**src/rtl/modn_counter_param.sv**
```systemverilog
// Parametrised mod-N up/down counter with synchronous clear/load, wrap or
// saturate at the terminal value, and a terminal-count flag for cascading.
module modn_counter_param #(
    parameter int WIDTH     = 4,
    parameter int MODULUS   = 10,
    parameter int RESET_VAL = 0,
    parameter bit WRAP      = 1'b1
) (
    input  logic             clk,
    input  logic             rst,
    input  logic             clr,
    input  logic             load,
    input  logic [WIDTH-1:0] load_val,
    input  logic             en,
    input  logic             up_dn,
    output logic [WIDTH-1:0] count,
    output logic             tc,
    output logic             roll,
    output logic             load_err
);

    localparam logic [WIDTH-1:0] TOP     = WIDTH'(MODULUS - 1);
    localparam logic [WIDTH-1:0] RST_CNT = WIDTH'(RESET_VAL);
    // One extra bit so MODULUS == 2**WIDTH is representable in the range check.
    localparam logic [WIDTH:0]   MOD_EXT = (WIDTH + 1)'(MODULUS);

    generate
        if (MODULUS < 2 || MODULUS > (1 << WIDTH)) begin : g_bad_modulus
            $error("modn_counter_param: MODULUS must satisfy 2 <= MODULUS <= 2**WIDTH");
        end
        if (RESET_VAL < 0 || RESET_VAL >= MODULUS) begin : g_bad_reset_val
            $error("modn_counter_param: RESET_VAL must be in 0..MODULUS-1");
        end
    endgenerate

    logic at_top;
    logic at_zero;
    logic load_ok;

    assign at_top  = (count == TOP);
    assign at_zero = (count == '0);
    assign load_ok = ({1'b0, load_val} < MOD_EXT);

    // tc ignores en so a chain can use en_next = en & tc with no added latency.
    assign tc = up_dn ? at_top : at_zero;

    always_ff @(posedge clk or posedge rst) begin
        if (rst) begin
            count    <= RST_CNT;
            roll     <= 1'b0;
            load_err <= 1'b0;
        end else begin
            roll     <= 1'b0;
            load_err <= 1'b0;
            if (clr) begin
                count <= '0;
            end else if (load) begin
                if (load_ok) count    <= load_val;
                else         load_err <= 1'b1;
            end else if (en) begin
                if (up_dn) begin
                    if (at_top) begin
                        roll <= 1'b1;
                        if (WRAP) count <= '0;
                    end else begin
                        count <= count + WIDTH'(1);
                    end
                end else begin
                    if (at_zero) begin
                        roll <= 1'b1;
                        if (WRAP) count <= TOP;
                    end else begin
                        count <= count - WIDTH'(1);
                    end
                end
            end
        end
    end

endmodule

```
**config.mk**
```make
export PLATFORM = sky130hd
export DESIGN_NAME = modn_counter_param
export DESIGN_NICKNAME = d
export VERILOG_FILES = /design/src/rtl/modn_counter_param.sv
export SDC_FILE = /design/constraint.sdc
export NUM_CORES = 1
export LEC_CHECK = 0
export CAP_MARGIN = 20
export CORE_AREA = 10 10 47 49
export CTS_CLUSTER_DIAMETER = 150
export DETAILED_ROUTE_END_ITERATION = 6
export DIE_AREA = 0 0 57 59
export PLACE_DENSITY_LB_ADDON = 0.25
export SYNTH_ARGS = -nofsm -noshare
export SYNTH_HDL_FRONTEND = slang
export SYNTH_SLANG_ARGS = --single-unit
export TNS_END_PERCENT = 1
```
**constraint.sdc**
```tcl
create_clock -name clk -period 3.41 [get_ports clk]
set_input_delay 0.341 -clock clk [delete_from_list [all_inputs] [get_ports clk]]
set_output_delay 0.341 -clock clk [all_outputs]
set_load 0.01 [all_outputs]
```
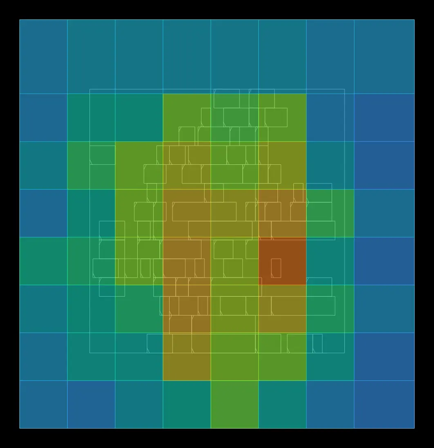
Figure 1: run 1, routing congestion.
GR met3 Demand/Resource: 0.0172
final core occ: 0.480
gr busiest metal: met2
met1 Track Usage GR: 0.0776
wire length per cell: 12.3 um

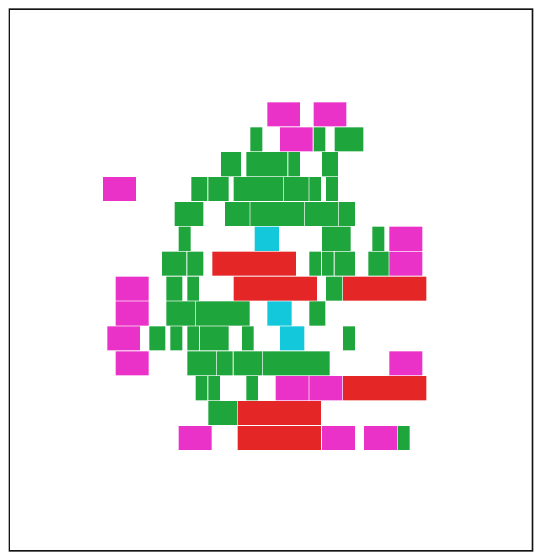
Figure 2: run 1, placed cells, one colour a class.
- cells driving clock nets: cyan (cells 3; share of their area 3.4%)
- other buffers and delay cells: magenta (cells 16; share of their area 25%)
- all other logic: green (cells 48; share of their area 49%)
- flip-flops: red (cells 6; share of their area 23%)

==> summary.txt, run 1 <==
CTS sink cnt -> 6
depth of the most critical reg-to-reg path -> 4
comb pwr -> 0.0000799 W
internal power -> 0.000163 W
Area Overhead vs Synth -> 33.5%
layout cell share with drive strength beyond 1 -> 0.178
Netlist Area Pre-Place -> 504 sq um
most used logic cell in the final layout -> clkdlybuf4s50_1
Clock transition at path regs -> 0.05 ns
FF-to-FF setup slack -> 1.94 ns
Synth cell types -> 29
Sw Share -> 0.320
Worst EP required -> 3.07 ns
Slew HR -> 0.702
placed insts -> 86
global-route wire length before repair -> 1.86 mm
Seq pwr share -> 0.399
critical path fanouts, max -> 8
Post-CTS Resized -> 0
switching pwr -> 0.0000767 W
Worst Hold Class -> input port to asynchronous set/reset pin
Crit path arrival time -> 1.92 ns
crit end category -> output port
unrepaired setup endpoints after global routing -> false
buffers added on ports -> 16
number of enable flip-flop cells -> 0
fin cells -> 89
post-synthesis instance total -> 57
worst flop-to-flop path endpoint -> count[3]$_DFFE_PP0P_
status -> finished clean
clk root buf -> clkbuf_4
TritonCTS clock tree -> done
Syn Area/Cell -> 8.85 sq um
crit path time final -> 2.26 ns
Num CTS Buffers -> 3
final worst path period share -> 0.664
top power group -> sequential cells
maximum buffer depth of the clock tree -> 2
Worst Tran Pin Value -> 0.446 ns
synthesis warning total -> 0
core box area -> 0.00140 sq mm
crit path launch -> up_dn
gr ovfl total -> 0
drt drc -> 0
Post-Route Setup TNS -> 0 ns
setup bufs post-CTS -> 0
Hold Buf Count CTS -> 0
ys flops -> 6
std cell rows -> 14
die width -> 57 um
Flop+latch power -> 0.0000958 W
most common logic cells in the final layout -> clkdlybuf4s50_1 (16), nor2_1 (9), inv_1 (7)
Seq. cell area -> 150 sq um
Static Leak -> 0.294 nW
syn_nets -> 67
CP Launch Type -> input port
Post-synth seq share -> 0.298
Crit Path Class -> input port to output port
1st-iter DRT viols -> 9
Worst-Skew Late Latency -> 0.24 ns
Power Density -> 356 mW/mm^2
logic area -> 294 sq um
Final Skew -> 0.000610 ns
1st-pass router iterations -> 4
nets -> 85
Max Clk Rate -> 0.442 GHz
MaxCap Viol Count -> 0
initial antenna violation count -> 0
asr flop ratio synth -> 1.00
Die Span Y -> 59 um
fillers -> 145
Chip Area -> 0.00336 sq mm
Placer Congestion -> 0.721
FF-to-FF Start -> count[0]$_DFFE_PP0P_
number of routed nets with antenna violations -> 0
tool warnings -> 26
worst IR drop on VDD -> 0.148 mV
htree depth -> 1
Detailed Route WL -> 1.10 mm
Total Power -> 0.000240 W
endpoints failing setup -> 0
Fin. Hold Viols -> 0
Detail Placement HPWL -> 893 um
fp util -> 0.360
Comb pwr share -> 0.333
Clock power frac -> 0.267
vias in the first global route -> 422
hold_ws -> 0.315 ns
largest net degree at the start of global routing -> 12
yosys cell count -> 57
vias -> 462
routed vias/inst -> 5.19
ys flop type -> dfrtp_1
top-level I/O count -> 17
Max Transition Viols Final -> 0
end of the critical path -> tc
Yosys Chip Area -> 504 sq um
GRT Total Usage -> 0.0675
clk pwr -> 0.0000641 W
Inserted Diodes -> 0
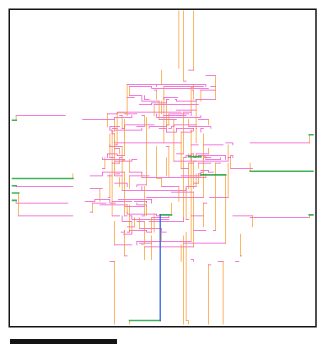
Figure 3: run 1, signal wires by layer.
Scale bar: 20 um.
- met4: blue (wire length 19.7 um)
- met3: green (wire length 42.3 um)
- met2: orange (wire length 501 um)
- met1: magenta (wire length 534 um)

[run 1: cells in the mapped netlist, drive strengths merged (2+ instances only)]
master / instances / area, sq um
buf: 3 / 33.8
a21oi: 3 / 15.0
dfrtp: 6 / 150
o21ai: 7 / 38.8
and3: 2 / 13.8
inv: 7 / 26.3
nor2: 9 / 33.8
o22ai: 2 / 32.5
nand2: 2 / 7.51
[run 1: sequential cells by signal, indices dropped and copies added (netlist names)]
register,cells
roll,1
load_err,1
count,4
[run 1: per-layer routing]
layer	global-route usage	vias to the layer above	share of wire
li1	-	235	-
met1	0.0776	211	0.49
met2	0.110	14	0.46
met3	0.0172	2	0.038
met4	0.0403	0	0.017
met5	0	-	0
[run 1: area by class of cell]
class | instances | area share
inverters | 7 | 0.0390
well taps | 16 | 0.0297
multi-input cells | 41 | 0.437
clock buffers | 3 | 0.0335
repair buffers | 16 | 0.238
flip-flops and latches | 6 | 0.223
[run 1: per-stage QoR]
stage,cell area (sq um),util,setup WS (ns)
floorplan,504,-,2.07
global placement,651,0.464,1.17
detailed placement,651,0.464,1.14
CTS,673,0.480,1.14
global route,673,0.480,1.03
finish,673,0.480,1.15
[run 1: worst max-delay path, stage by stage]
cell	delay [ns]
clkdlybuf4s50_1	0.56
and4b_1	0.28
a21oi_1	0.20
nor2_1	0.06
clkdlybuf4s50_1	0.49
[run 1: logic make-up (layout without fill, tap and decap cells)]
| logic type | after synthesis | after routing | synth area share |
|---|---|---|---|
| AND/OR/NAND/NOR | 22 | 22 | 0.271 |
| buffers and inverters | 10 | 26 | 0.119 |
| flip-flops | 6 | 6 | 0.298 |
| AND-OR/OR-AND | 18 | 18 | 0.295 |
| XOR/XNOR | 1 | 1 | 0.0174 |
Figure 4. Ports around the boundary (run 1).
Pins as bars across the die edge, other pins in grey.
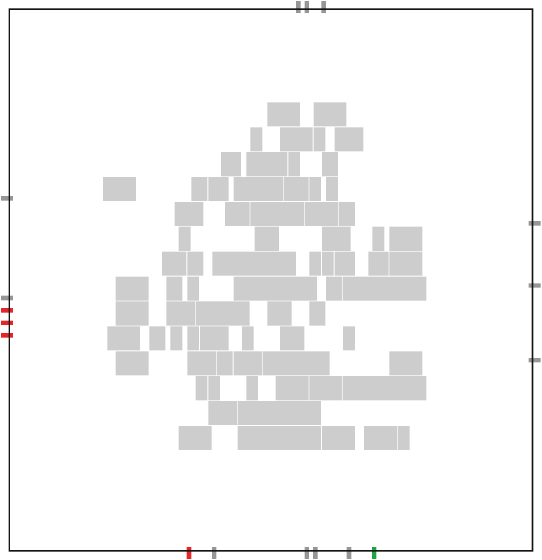

==> run 2, diff against run 1 <==
==> constraint.sdc (replaced) <==
create_clock -name clk -period 2.11 [get_ports clk]
set_input_delay 0.211 -clock clk [delete_from_list [all_inputs] [get_ports clk]]
set_output_delay 0.211 -clock clk [all_outputs]
set_load 0.01 [all_outputs]
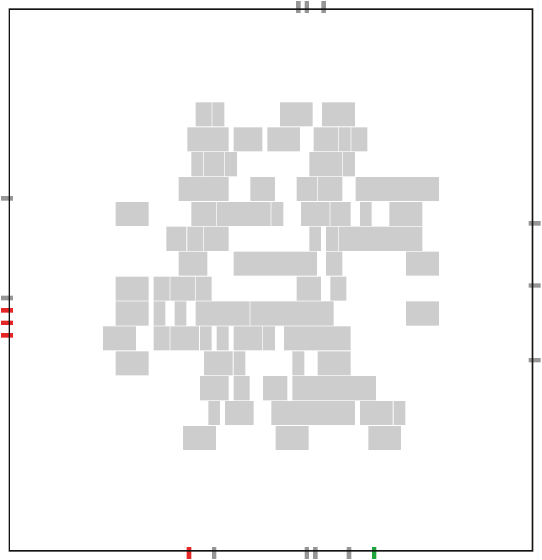
Figure 5: run 2, ports around the boundary.
Pins as bars across the die edge, other pins in grey.
- load_val: red (pins 4; direction input; edge 3 left, 1 bottom)
- rst: green (pins 1; direction input; edge bottom)
- all pins by edge: 6 bottom, 5 left, 3 right, 3 top

==> summary.txt, run 2 <==
status -> finished clean
setup bufs post-CTS -> 0
Largest Register -> count
MaxCap Viol Count -> 0
Setup WS pre-CTS -> 0.294 ns
gr ovfl total -> 0
yosys cell count -> 57
syn_nets -> 67
Slew HR -> 0.760
number of flip-flops in the largest register -> 4
final core occ -> 0.491
maximum buffer depth of the clock tree -> 2
Clock transition at path regs -> 0.04 ns
Area Overhead vs Synth -> 36.5%
Final Skew -> 0.00366 ns
placed insts -> 88
buffers added on ports -> 16
Worst-Skew Late Latency -> 0.24 ns
Max Clk Rate -> 0.516 GHz
final instance area -> 688 sq um
layout cell share with drive strength beyond 1 -> 0.200
Yosys Chip Area -> 504 sq um
1st-pass router iterations -> 4
number of enable flip-flop cells -> 0
1st-iter DRT viols -> 10
Post-CTS Resized -> 0
worst IR drop on VDD -> 0.176 mV
Fin. Hold Viols -> 0
nets -> 87
top-level I/O count -> 17
Placer Congestion -> 0.727
Crit path arrival time -> 1.73 ns
Synth cell types -> 29
crit end category -> output port
ys flop type -> dfrtp_1
crit path time final -> 1.94 ns
area leader, netlist -> dfrtp_1
wire length per cell -> 13.8 um
asr flop ratio synth -> 1.00
ys flops -> 6
Die Span Y -> 59 um
hold_ws -> 0.182 ns
top-count cell post-synth -> nor2_1
initial antenna violation count -> 0
critical path's most frequent cell -> nor2_1
fp util -> 0.360
Crit Path Class -> flop to output port
Critical-path top delay cell -> clkdlybuf4s50_1
Hold Buf Count CTS -> 0
Max Transition Viols Final -> 0
Worst EP required -> 1.90 ns
vias -> 482
Dominant cell area share -> 0.298
TritonCTS clock tree -> done
Power Density -> 575 mW/mm^2
most common logic cells in the final layout -> clkdlybuf4s50_1 (16), nor2_1 (9), inv_1 (7)
final setup margin -> 0.174 ns
CP Launch Type -> flop
fin cells -> 91
final worst path period share -> 0.918
endpoints failing setup -> 0
std cell rows -> 14
top cells by count -> nor2_1 (9), inv_1 (7), dfrtp_1 (6)
Static Leak -> 0.304 nW
post-synthesis instance total -> 57
most used logic cell in the final layout -> clkdlybuf4s50_1
drt drc -> 0
Synth area leaders -> dfrtp_1 (30%), nor2_1 (6.7%), buf_6 (6.7%), inv_1 (5.2%), o21ai_0 (4.0%)
Detail Placement HPWL -> 974 um
global-route wire length before repair -> 2.08 mm
largest net degree at the start of global routing -> 11
Worst Hold Class -> input port to asynchronous set/reset pin
Post-synth seq share -> 0.298
Worst Tran Pin Value -> 0.350 ns
htree depth -> 1
max incr delay on CP -> 0.49 ns
core box area -> 0.00140 sq mm
Num CTS Buffers -> 3
Netlist Area Pre-Place -> 504 sq um
Area after DPL -> 666 sq um
routed vias/inst -> 5.30
vias in the first global route -> 480
CTS sink cnt -> 6
Total Power -> 0.000396 W
biggest regs -> count x4, load_err x1, roll x1
number of routed nets with antenna violations -> 0
clk root buf -> clkbuf_4
GRT Total Usage -> 0.0775
die width -> 57 um
tool warnings -> 26
Post-Route Setup TNS -> 0 ns
synthesis warning total -> 0
unrepaired setup endpoints after global routing -> false
Syn Area/Cell -> 8.85 sq um
Chip Area -> 0.00336 sq mm
Detailed Route WL -> 1.25 mm
Inserted Diodes -> 0
critical path fanouts, max -> 7
CP cell instances -> buf_4 -> nor2_1 -> a21oi_1 -> nor2_1 -> clkdlybuf4s50_1
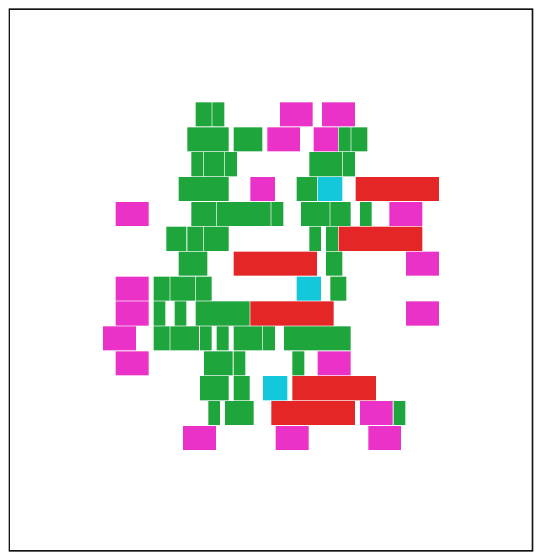
Figure 6: run 2, placed cells, one colour a class.
- all other logic: green (cells 48; share of their area 48%)
- cells driving clock nets: cyan (cells 3; share of their area 3.4%)
- other buffers and delay cells: magenta (cells 18; share of their area 26%)
- flip-flops: red (cells 6; share of their area 22%)

run 2: cell counts after synthesis:
Identical to the previous run, type by type.
run 2: worst max-delay path, delay by kind of cell (launching register included):
family,cells,cell delay [ns]
buffers and inverters,2,0.70
flip-flops,1,0.43
AND-OR/OR-AND,1,0.24
AND/OR/NAND/NOR,2,0.13
run 2: per-layer routing:
| layer | GRT usage | wire length (um) | vias to the layer above |
|---|---|---|---|
| met5 | 0 | 0 | - |
| met4 | 0.0839 | 27 | 0 |
| met3 | 0.0150 | 60 | 2 |
| met2 | 0.118 | 605 | 14 |
| met1 | 0.0847 | 560 | 227 |
| li1 | - | - | 239 |
run 2: report_power, final:
part           internal [W]  leakage, nW  switching (W)
registers          0.000126       0.0794      0.0000227
clock network     0.0000642       0.0138      0.0000386
logic             0.0000780        0.211      0.0000660
run 2: worst paths after layout:
path,cells past startpoint,slack (ns),from,endpoint
max,5,0.17,count[0]$_DFFE_PP0P_,tc
min,2,0.18,rst,count[2]$_DFFE_PP0P_
max reg2reg,5,0.69,count[0]$_DFFE_PP0P_,count[3]$_DFFE_PP0P_
min reg2reg,1,0.54,count[0]$_DFFE_PP0P_,count[0]$_DFFE_PP0P_
max in group asynchronous,2,1.74,rst,count[3]$_DFFE_PP0P_
min in group clk,1,0.54,count[0]$_DFFE_PP0P_,count[0]$_DFFE_PP0P_
run 2: area by class of cell:
type                       count  area, sq um
inverter                       7         26.3
clock buffer                   3         22.5
fill                         147          713
multi-input combinational     41          294
timing repair buffer          18          175
sequential                     6          150
tap                           16         20.0
run 2: cell families after synthesis:
group | share of synthesized area
XOR/XNOR | 0.0174
flip-flops | 0.298
AND/OR/NAND/NOR | 0.271
buffers and inverters | 0.119
AND-OR/OR-AND | 0.295
Figure 7. Routed metal per tile (run 2).
Scale bar: 20 um. The die is cut into 11 by 12 equal tiles; dark blue is low, red is high, scaled to the fullest tile. Values are wire area over tile area, all layers added.
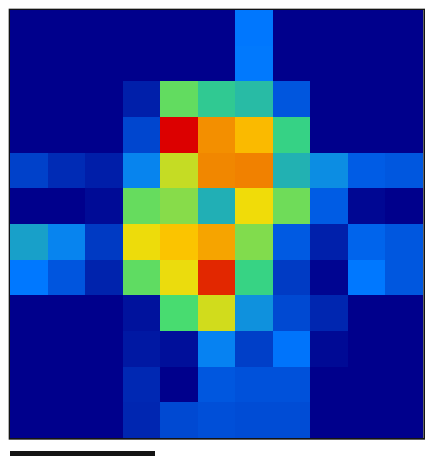

==> run 3, diff against run 2 <==
==> constraint.sdc (replaced) <==
create_clock -name clk -period 2.11 [get_ports clk]
set_input_delay 0.211 -clock clk [delete_from_list [all_inputs] [get_ports clk]]
set_output_delay 0.211 -clock clk [all_outputs]
set_load 0.005 [all_outputs]
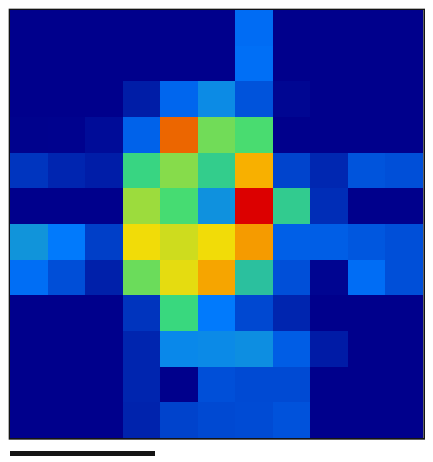
Figure 8: run 3, routed metal per tile.
Scale bar: 20 um. The die is cut into 11 by 12 equal tiles; dark blue is low, red is high, scaled to the fullest tile. Values are wire area over tile area, all layers added.
- tiles over half the peak: 11%
- nearly empty tiles: 48%
- densest ninth of the die: middle
- fullest tile: 0.35

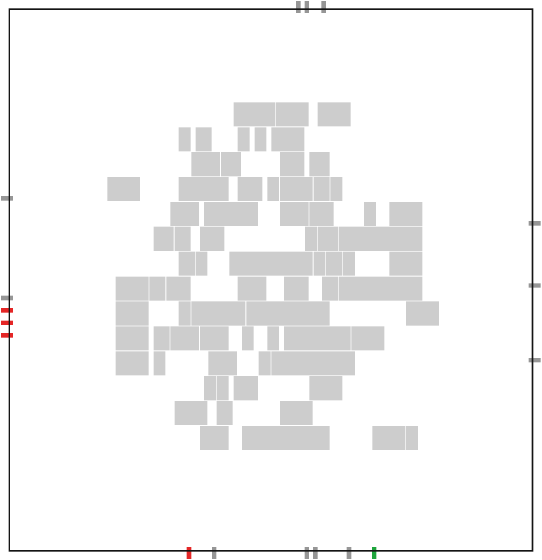
Figure 9: run 3, ports around the boundary.
Pins as bars across the die edge, other pins in grey.
- load_val: red (pins 4; direction input; edge 3 left, 1 bottom)
- rst: green (pins 1; direction input; edge bottom)

==> summary.txt, run 3 <==
Post-synth seq share -> 0.298
Synth area leaders -> dfrtp_1 (30%), nor2_1 (6.7%), buf_6 (6.7%), inv_1 (5.2%), o21ai_0 (4.0%)
number of enable flip-flop cells -> 0
Dominant cell area share -> 0.298
GR met3 Demand/Resource -> 0.0215
Static Leak -> 0.297 nW
top-level I/O count -> 17
Power Density -> 567 mW/mm^2
unrepaired setup endpoints after global routing -> false
Yosys Chip Area -> 504 sq um
number of flip-flops in the largest register -> 4
maximum buffer depth of the clock tree -> 2
Fin. Hold Viols -> 0
Max Transition Viols Final -> 0
1st-iter DRT viols -> 9
global-route wire length before repair -> 2.00 mm
yosys cell count -> 57
Chip Area -> 0.00336 sq mm
Detail Placement HPWL -> 913 um
Inserted Diodes -> 0
crit path launch -> count[0]$_DFFE_PP0P_
post-synthesis instance total -> 57
drt drc -> 0
CTS sink cnt -> 6
final instance area -> 682 sq um
fin cells -> 90
Crit Path Class -> flop to output port
Setup WS pre-CTS -> 0.313 ns
Max Clk Rate -> 0.532 GHz
met1 Track Usage GR -> 0.0800
Post-Route Setup TNS -> 0 ns
CP Launch Type -> flop
vias in the first global route -> 458
FF-to-FF Start -> count[1]$_DFFE_PP0P_
core box area -> 0.00140 sq mm
Clock transition at path regs -> 0.05 ns
layout cell share with drive strength beyond 1 -> 0.203
Buf/Inv on CP -> 1
Netlist Area Pre-Place -> 504 sq um
most common logic cells in the final layout -> clkdlybuf4s50_1 (16), nor2_1 (9), inv_1 (7)
Area Overhead vs Synth -> 35.2%
nets -> 86
Slew HR -> 0.753
Final Skew -> 0.00675 ns
routed vias/inst -> 4.96
1st-pass router iterations -> 4
Worst Hold Class -> input port to asynchronous set/reset pin
biggest regs -> count x4, load_err x1, roll x1
largest net degree at the start of global routing -> 12
ys flop type -> dfrtp_1
gr busiest metal -> met2
htree depth -> 1
synthesis warning total -> 0
buffers added on ports -> 16
clk root buf -> clkbuf_4
Synth cell types -> 29
Area after DPL -> 658 sq um
Total Power -> 0.000386 W
crit end category -> output port
adder share -> 0
ys flops -> 6
most used logic cell in the final layout -> clkdlybuf4s50_1
number of routed nets with antenna violations -> 0
max incr delay on CP -> 0.49 ns
Worst path top cell family by delay -> flip-flops
top cells by count -> nor2_1 (9), inv_1 (7), dfrtp_1 (6)
std cell rows -> 14
initial antenna violation count -> 0
status -> finished clean
MaxCap Viol Count -> 0
worst IR drop on VDD -> 0.218 mV
Worst-Skew Late Latency -> 0.24 ns
final worst path period share -> 0.891
Syn Area/Cell -> 8.85 sq um
simple share -> 0.270
fp util -> 0.360
Crit path arrival time -> 1.67 ns
Worst Tran Pin Value -> 0.361 ns
GRT Total Usage -> 0.0753
setup bufs post-CTS -> 0
Num CTS Buffers -> 3
Largest Register -> count
Die Span Y -> 59 um
CP cell instances -> and4b_1 -> a21oi_1 -> nor2_1 -> clkdlybuf4s50_1
met2 Track Usage GR -> 0.118
hold_ws -> 0.178 ns
Placer Congestion -> 0.736
crit path time final -> 1.88 ns
syn_nets -> 67
die width -> 57 um
gr ovfl total -> 0
top-count cell post-synth -> nor2_1
asr flop ratio synth -> 1.00
Detailed Route WL -> 1.18 mm
area fraction in mux cells -> 0
Synth logic family -> AND-OR/OR-AND gates
TritonCTS clock tree -> done
Worst EP required -> 1.90 ns
area leader, netlist -> dfrtp_1
Critical-path top delay cell -> dfrtp_2
final core occ -> 0.487
critical path fanouts, max -> 11
final setup margin -> 0.231 ns
endpoints failing setup -> 0
tool warnings -> 26
Synth Area in XOR/XNOR -> 0.0174
vias -> 446
placed insts -> 87
aoi share -> 0.295
wire length per cell -> 13.1 um
## run 3: cell counts after synthesis
Identical to the previous run, type by type.
## run 3: where the power goes
| part | switching [W] | internal, W | total, W | leakage [nW] |
|---|---|---|---|---|
| logic | 0.0000519 | 0.0000744 | 0.000126 | 0.205 |
| clock network | 0.0000406 | 0.0000643 | 0.000105 | 0.0138 |
| registers | 0.0000284 | 0.000127 | 0.000155 | 0.0781 |
| total | 0.000121 | 0.000265 | 0.000386 | 0.297 |
## run 3: path summary, 6_finish.rpt
path | slack, ns | to | depth (start not counted)
setup / recovery | 0.23 | tc | 4
hold / removal | 0.18 | count[2]$_DFFE_PP0P_ | 2
max in group asynchronous | 1.72 | count[0]$_DFFE_PP0P_ | 2
setup reg to reg | 0.74 | count[3]$_DFFE_PP0P_ | 4
min in group clk | 0.60 | roll$_DFF_PP0_ | 3
hold reg to reg | 0.63 | count[0]$_DFFE_PP0P_ | 1
## run 3: routing by layer
layer	part of all wire	vias to the layer above	routed length, um
met5	0	-	0
met4	0.023	0	27
met3	0.051	2	60
met2	0.50	12	585
met1	0.43	195	508
li1	-	237	-
## run 3: what timing repair did
action	CTS	global route
gates resized	0	1
hold buffers	0	0
hold endpoints to repair	0	0
endpoints found under the setup margin	0	1
## run 3: layout make-up
cell class / count / area (sq um)
fillers: 149 / 719
well taps: 16 / 20.0
multi-input cells: 41 / 294
flip-flops and latches: 6 / 151
repair buffers: 17 / 168
clock buffers: 3 / 22.5
inverters: 7 / 26.3
## run 3: cells by family (layout without fill, tap and decap cells)
logic type / after synthesis / after routing
AND-OR/OR-AND: 18 / 18
XOR/XNOR: 1 / 1
buffers and inverters: 10 / 27
flip-flops: 6 / 6
AND/OR/NAND/NOR: 22 / 22
No activity file was given, so power comes from the tool's default toggle rates.
